===== config.mk =====
export PLATFORM = sky130hd
export DESIGN_NAME = alu_pipe
export DESIGN_NICKNAME = d
export VERILOG_FILES = /design/src/rtl/alu_pkg.sv /design/src/rtl/alu_core.sv /design/src/rtl/alu_pipe.sv
export SDC_FILE = /design/constraint.sdc
export NUM_CORES = 1
export LEC_CHECK = 0
export CORE_ASPECT_RATIO = 1.2
export CORE_UTILIZATION = 40
export CTS_CLUSTER_SIZE = 25
export DETAILED_ROUTE_END_ITERATION = 10
export PLACE_DENSITY = 0.59
export SLEW_MARGIN = 15
export SYNTH_ARGS = -nofsm -noshare
export SYNTH_HDL_FRONTEND = slang
export SYNTH_SLANG_ARGS = --single-unit

===== constraint.sdc =====
create_clock -name clk -period 1.4 [get_ports clk]
set_clock_uncertainty 0.1 [all_clocks]
set_input_delay 0.35 -clock clk [delete_from_list [all_inputs] [get_ports clk]]
set_output_delay 0.35 -clock clk [all_outputs]
set_load 0.005 [all_outputs]

===== src/rtl/alu_pkg.sv =====
// Shared opcode encoding, flag bit positions and flag bundle type for alu_pipe.
// Stage payloads are declared at the use site so that they track WIDTH and TAG_W.
package alu_pkg;

    typedef enum logic [3:0] {
        NOP = 4'd0,
        ADD = 4'd1,
        SUB = 4'd2,
        AND = 4'd3,
        OR  = 4'd4,
        XOR = 4'd5,
        SHL = 4'd6,
        SHR = 4'd7,
        SRA = 4'd8,
        MUL = 4'd9
    } op_e;

    localparam int FLAG_ZERO  = 0;
    localparam int FLAG_CARRY = 1;
    localparam int FLAG_OVF   = 2;
    localparam int FLAG_ERR   = 3;

    typedef logic [3:0] flags_t;

endpackage


===== src/rtl/alu_core.sv =====
// Combinational op decode, result and {err, ovf, carry, zero} flag generation.
// The multiplier exists only when ALU_MUL_EN is defined; otherwise MUL decodes as illegal.
module alu_core
    import alu_pkg::*;
#(
    parameter int WIDTH = 6
) (
    input  op_e              op,
    input  logic [WIDTH-1:0] a,
    input  logic [WIDTH-1:0] b,
    output logic [WIDTH-1:0] result,
    output flags_t           flags
);

    localparam logic [WIDTH:0] WIDTH_V = (WIDTH+1)'(WIDTH);

    logic [WIDTH:0] sum_s;
    logic [WIDTH:0] diff_s;
    logic           big_shift_s;
    logic           carry_s;
    logic           ovf_s;
    logic           err_s;

    assign sum_s       = {1'b0, a} + {1'b0, b};
    assign diff_s      = {1'b0, a} - {1'b0, b};
    assign big_shift_s = ({1'b0, b} >= WIDTH_V);

`ifdef ALU_MUL_EN
    logic [2*WIDTH-1:0] prod_s;
    assign prod_s = {{WIDTH{1'b0}}, a} * {{WIDTH{1'b0}}, b};
`endif

    // Result and raw flags per opcode; bit WIDTH of diff_s is the borrow
    always_comb begin
        result  = '0;
        carry_s = 1'b0;
        ovf_s   = 1'b0;
        err_s   = 1'b0;
        case (op)
            NOP: result = '0;
            ADD: begin
                result  = sum_s[WIDTH-1:0];
                carry_s = sum_s[WIDTH];
                ovf_s   = (a[WIDTH-1] == b[WIDTH-1]) && (sum_s[WIDTH-1] != a[WIDTH-1]);
            end
            SUB: begin
                result  = diff_s[WIDTH-1:0];
                carry_s = diff_s[WIDTH];
                ovf_s   = (a[WIDTH-1] != b[WIDTH-1]) && (diff_s[WIDTH-1] != a[WIDTH-1]);
            end
            AND: result = a & b;
            OR:  result = a | b;
            XOR: result = a ^ b;
            SHL: result = big_shift_s ? '0 : (a << b);
            SHR: result = big_shift_s ? '0 : (a >> b);
            SRA: result = big_shift_s ? {WIDTH{a[WIDTH-1]}} : WIDTH'($signed(a) >>> b);
`ifdef ALU_MUL_EN
            MUL: begin
                result  = prod_s[WIDTH-1:0];
                carry_s = |prod_s[2*WIDTH-1:WIDTH];
            end
`endif
            default: err_s = 1'b1;
        endcase
    end

    assign flags[FLAG_ZERO]  = (result == '0);
    assign flags[FLAG_CARRY] = carry_s;
    assign flags[FLAG_OVF]   = ovf_s;
    assign flags[FLAG_ERR]   = err_s;

endmodule


===== src/rtl/alu_pipe.sv =====
// Pipelined ALU with valid/ready backpressure and a pass-through tag.
// Define ALU_MUL_EN to build the multiplier; otherwise MUL reports an illegal opcode.
module alu_pipe
    import alu_pkg::*;
#(
    parameter int WIDTH  = 6,
    parameter int STAGES = 2,
    parameter int TAG_W  = 4
) (
    input  logic             clk,
    input  logic             rst,
    input  op_e              op_in,
    input  logic [WIDTH-1:0] a_in,
    input  logic [WIDTH-1:0] b_in,
    input  logic [TAG_W-1:0] tag_in,
    input  logic             in_valid,
    output logic             in_ready,
    output logic [WIDTH-1:0] out,
    output logic [3:0]       flags,
    output logic [TAG_W-1:0] tag_out,
    output logic             out_valid,
    input  logic             out_ready
);

    typedef struct packed {
        logic             valid;
        logic [WIDTH-1:0] result;
        flags_t           flags;
        logic [TAG_W-1:0] tag;
    } stage_t;

    // Entries 0..STAGES-1 are the pipeline stages; entry STAGES is the output register,
    // which gives an accept-to-output latency of exactly STAGES edges.
    stage_t           stage_r [STAGES+1];
    stage_t           load_s;
    logic [WIDTH-1:0] core_result_s;
    flags_t           core_flags_s;
    logic             stall_s;

    alu_core #(
        .WIDTH (WIDTH)
    ) u_core (
        .op     (op_in),
        .a      (a_in),
        .b      (b_in),
        .result (core_result_s),
        .flags  (core_flags_s)
    );

    assign stall_s  = stage_r[STAGES].valid && !out_ready;
    assign in_ready = !stall_s;

    // First-stage payload: the computed op when one is offered, otherwise an all-zero bubble
    always_comb begin
        load_s = '0;
        if (in_valid) begin
            load_s.valid  = 1'b1;
            load_s.result = core_result_s;
            load_s.flags  = core_flags_s;
            load_s.tag    = tag_in;
        end else begin
            load_s.valid = 1'b0;
        end
    end

    // Stage shift register; a stall freezes every entry, bubbles included
    always_ff @(posedge clk or posedge rst) begin
        if (rst) begin
            for (int i = 0; i <= STAGES; i++) begin
                stage_r[i] <= '0;
            end
        end else if (!stall_s) begin
            stage_r[0] <= load_s;
            for (int i = 1; i <= STAGES; i++) begin
                stage_r[i] <= stage_r[i-1];
            end
        end
    end

    assign out       = stage_r[STAGES].result;
    assign flags     = stage_r[STAGES].flags;
    assign tag_out   = stage_r[STAGES].tag;
    assign out_valid = stage_r[STAGES].valid;

endmodule


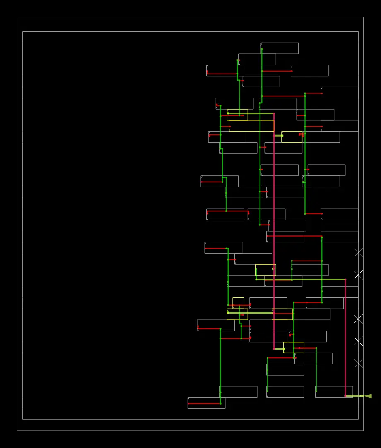
**Above:** clock nets.
flip-flops: 45
Clk Latency, worst-skew pair: 290 ps
total CTS buffers: 5

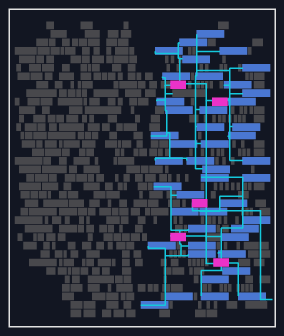
**Above:** clock distribution.
blue -> flip-flops  # count 45
magenta -> cells driving clock nets  # count 5
cyan -> clock wires  # length 525 µm
routed clock nets = 6

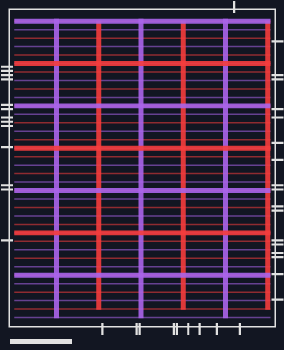
**Above:** floorplan with the power grid.
The bar under the picture is 20 µm long. Pins as bars on the die edge.
purple -> VSS
red -> VDD
met1 rails = 36
signal pins = 40

==> run_results.csv <==
group,metric,value,unit
final_timing,setup_viol,10,
clock_network,cts_tree,"done",
critical_path,cp_top_family,"AND-OR/OR-AND gates",
critical_path,startpoint_type,"input pin",
grt,grt_start_max_net_pins,46,
critical_path,crit_path_cell_trace,"buf_6 > buf_6 > inv_8 > ha_4 > a21oi_4 > nand2_1 > a221o_1 > a2111o_1 > nor3_2 > a32o_1",
yosys,ys_warn_count,0,
final_timing,finalClockPeriodUsage,146,%
hold_path,hold_class,"in -> async",
place,dp.cells,562,
yosys,synth.distinct_cells,58,
route,drtIter0Drc,151,
route,route.detailed.drc,5,
clock_network,cts.sinks,45,
floorplanning,pin_count,40,
yosys,ys_seq_share,34.1,%
critical_path,arrival,2170,ps
clock_network,hold_buffers,0,
yosys,synth_area,0.00330,mm²
final_timing,hold_viol,0,
clock_network,clock_path_buffers,2,
final_timing,rsz0062_at_grt,"yes",
floorplanning,die-area,0.00862,mm²
layout,mostFrequentLayoutCells,"nand2_1 (112), buf_4 (72), dfrtp_1 (45), clkdlybuf4s15_1 (16), buf_6 (16)",
grt,grt_antenna_before_repair,0,
yosys,ys_ff,45,
grt,grt_pass1_vias,3246,
yosys,ys_cells,397,
critical_path,critical_path_class,"in -> reg",
grt,global_route.usage.total,23.5,%
layout,n_antenna_cell,0,
floorplanning,core-area,0.00784,mm²
route,avgRoutedWirePerCell,16.0,µm
critical_path,crit_top_cell,"buf_6",
final_timing,post-route-min-period,2040,ps
clock_network,cts_max_level,2,
grt,grt_pass1_wl,15800,µm
grt,grt-ovfl-total,0,
critical_path,crit_fanout,6,
layout,syn2layout_area_growth,46.9,%
critical_path,slowest_delay,430,ps
yosys,syn_avg_cell_area,8.32,µm²
yosys,synthFlopType,"dfrtp_1",
final_timing,slew_viol_final,0,
layout,drive_gt1_share,36.6,%
route,vias,3160,
run_status,violations,"DRC, setup timing",
route,avgViaCountPerCell,5.38,
power_and_ir_drop,powerDensity,881,mW/mm²
layout,layout_top_cell,"nand2_1",
yosys,syn_inst,397,
layout,nets,538,
layout,finalNonFillerCells,587,
critical_path,crit_path_top_delay_cell,"a2111o_1",
critical_path,path_buffers,3,
final_timing,slew_headroom,75.0,%
floorplanning,die_h,102,µm
floorplanning,die_x,84.9,µm
critical_path,crit_path_end_kind,"flip-flop",
place,hpwl,7090,µm
yosys,edf_count,0,
clock_network,cts_root_buffer,"clkbuf_8",
job,drv_cap,0,
power_and_ir_drop,ir_drop,479,µV
route,ant_nets,0,
final_timing,fmax,491,MHz
route,drt_wl_total,9390,µm
layout,final_util,61.9,%
yosys,fp_nets,441,
layout,fillers,704,
place,numPortBuffers,39,
power_and_ir_drop,power.leakage,0.00234,µW
critical_path,crit_required,1530,ps
place,place_congestion,0.925,
final_timing,fin_ws,-638,ps
critical_path,r2r_slack,-170,ps
floorplanning,core_util_floorplan,42.1,%
final_timing,tightest_slew,372,ps
route,firstDrtPassIters,7,
floorplanning,placementRows,35,
yosys,yosys_area,0.00330,mm²
clock_network,clkTransAtPathRegs,80,ps
yosys,async_flop_share,100,%
run_status,status,"finished with violations",
job,warnings,41,
metal layers:
metal  track usage [%]  share of wire (%)  vias up
met3              2.28                3.5       31
li1                  -                  -     1545
met5                 0                  0        -
met4              14.3                5.6        0
met1              25.3                 38     1491
met2              44.2                 53       93
final timing paths:
check                                         from                 endpoint  depth (start not counted)
max                                        b_in[2]  stage_r[34]$_DFFE_PP0N_                         10
min                                            rst  stage_r[33]$_DFFE_PP0N_                          2
max reg2reg                  out_valid$_DFFE_PP0N_  stage_r[34]$_DFFE_PP0N_                          7
min reg2reg                stage_r[29]$_DFFE_PP0N_    out_valid$_DFFE_PP0N_                          1
max in group asynchronous                      rst       out[3]$_DFFE_PP0N_                          3
min in group clk           stage_r[29]$_DFFE_PP0N_    out_valid$_DFFE_PP0N_                          1
per-stage QoR:
step / hold slack (ps) / worst slack (ps) / total power [µW] / area (µm²) / TNS [ps]
after floorplan: 261 / -789 / 2600 / 3500 / -6570
after global placement: 347 / -1500 / 3120 / 4270 / -23090
after detailed placement: 342 / -1520 / 3150 / 4270 / -23210
after CTS: 196 / -681 / 4270 / 4770 / -4330
after global routing: 210 / -686 / 4570 / 4850 / -5200
final: 206 / -638 / 4270 / 4850 / -4640
state kept, by name, summed over array words and instances (netlist names):
| name | flops |
|---|---|
| stage_r | 30 |
| tag_out | 4 |
| out_valid | 1 |
| flags | 4 |
| out | 6 |
timing repair:
action / in CTS / in global routing
setup buffers: 16 / 2
gates cloned: 1 / 0
gates resized: 159 / 21
pin swaps: 35 / 24
setup endpoints to repair: 32 / 18
final cells by class:
cell class	instances	area, µm²	area share (%)
tap	92	115	2.37
multi-input combinational	292	2180	45.0
timing repair buffer	130	1200	24.7
clock inverter	2	37.5	0.774
inverter	20	109	2.24
clock buffer	6	82.6	1.70
sequential	45	1130	23.2
where the power goes:
group,total [µW],switching [µW],internal (µW)
sequential,1660,120,1540
clock,1010,431,580
combinational,1600,799,804
Yosys cell counts (all sizes together) (3+ instances only):
master	n	area [µm²]
and3	4	25.0
nand4	3	18.8
nand2b	3	18.8
mux2	5	56.3
o31ai	5	37.5
a22o	5	43.8
xnor2	6	52.6
dfrtp	45	1130
a32oi	3	26.3
nor2b	7	43.8
ha	18	225
nand2	112	420
o21ai	9	45.0
buf	25	159
nor2	10	37.5
clkbuf	15	56.3
mux4	3	67.6
a22oi	4	30.0
a211oi	3	27.5
inv	20	75.1
mux2i	15	150
o22ai	3	18.8
nor3	6	30.0
a21oi	12	60.1
nand3	16	80.1
cells by family after synthesis:
logic type               after synthesis  synth area share, %
AND-OR/OR-AND                         64                 13.9
adder cells (fa/ha/maj)               20                 8.03
flip-flops                            45                 34.1
XOR/XNOR                               6                 1.59
buffers and inverters                 60                 8.79
multiplexers                          23                 8.30
AND/OR/NAND/NOR                      179                 25.2
worst register-to-register path, delay by kind of cell (launching register included):
family | cells | cell delay (ps)
buf+inv | 2 | 190
flops | 1 | 380
simple gates | 4 | 670
compound gates | 1 | 170
No activity file was given, so power comes from the tool's default toggle rates.
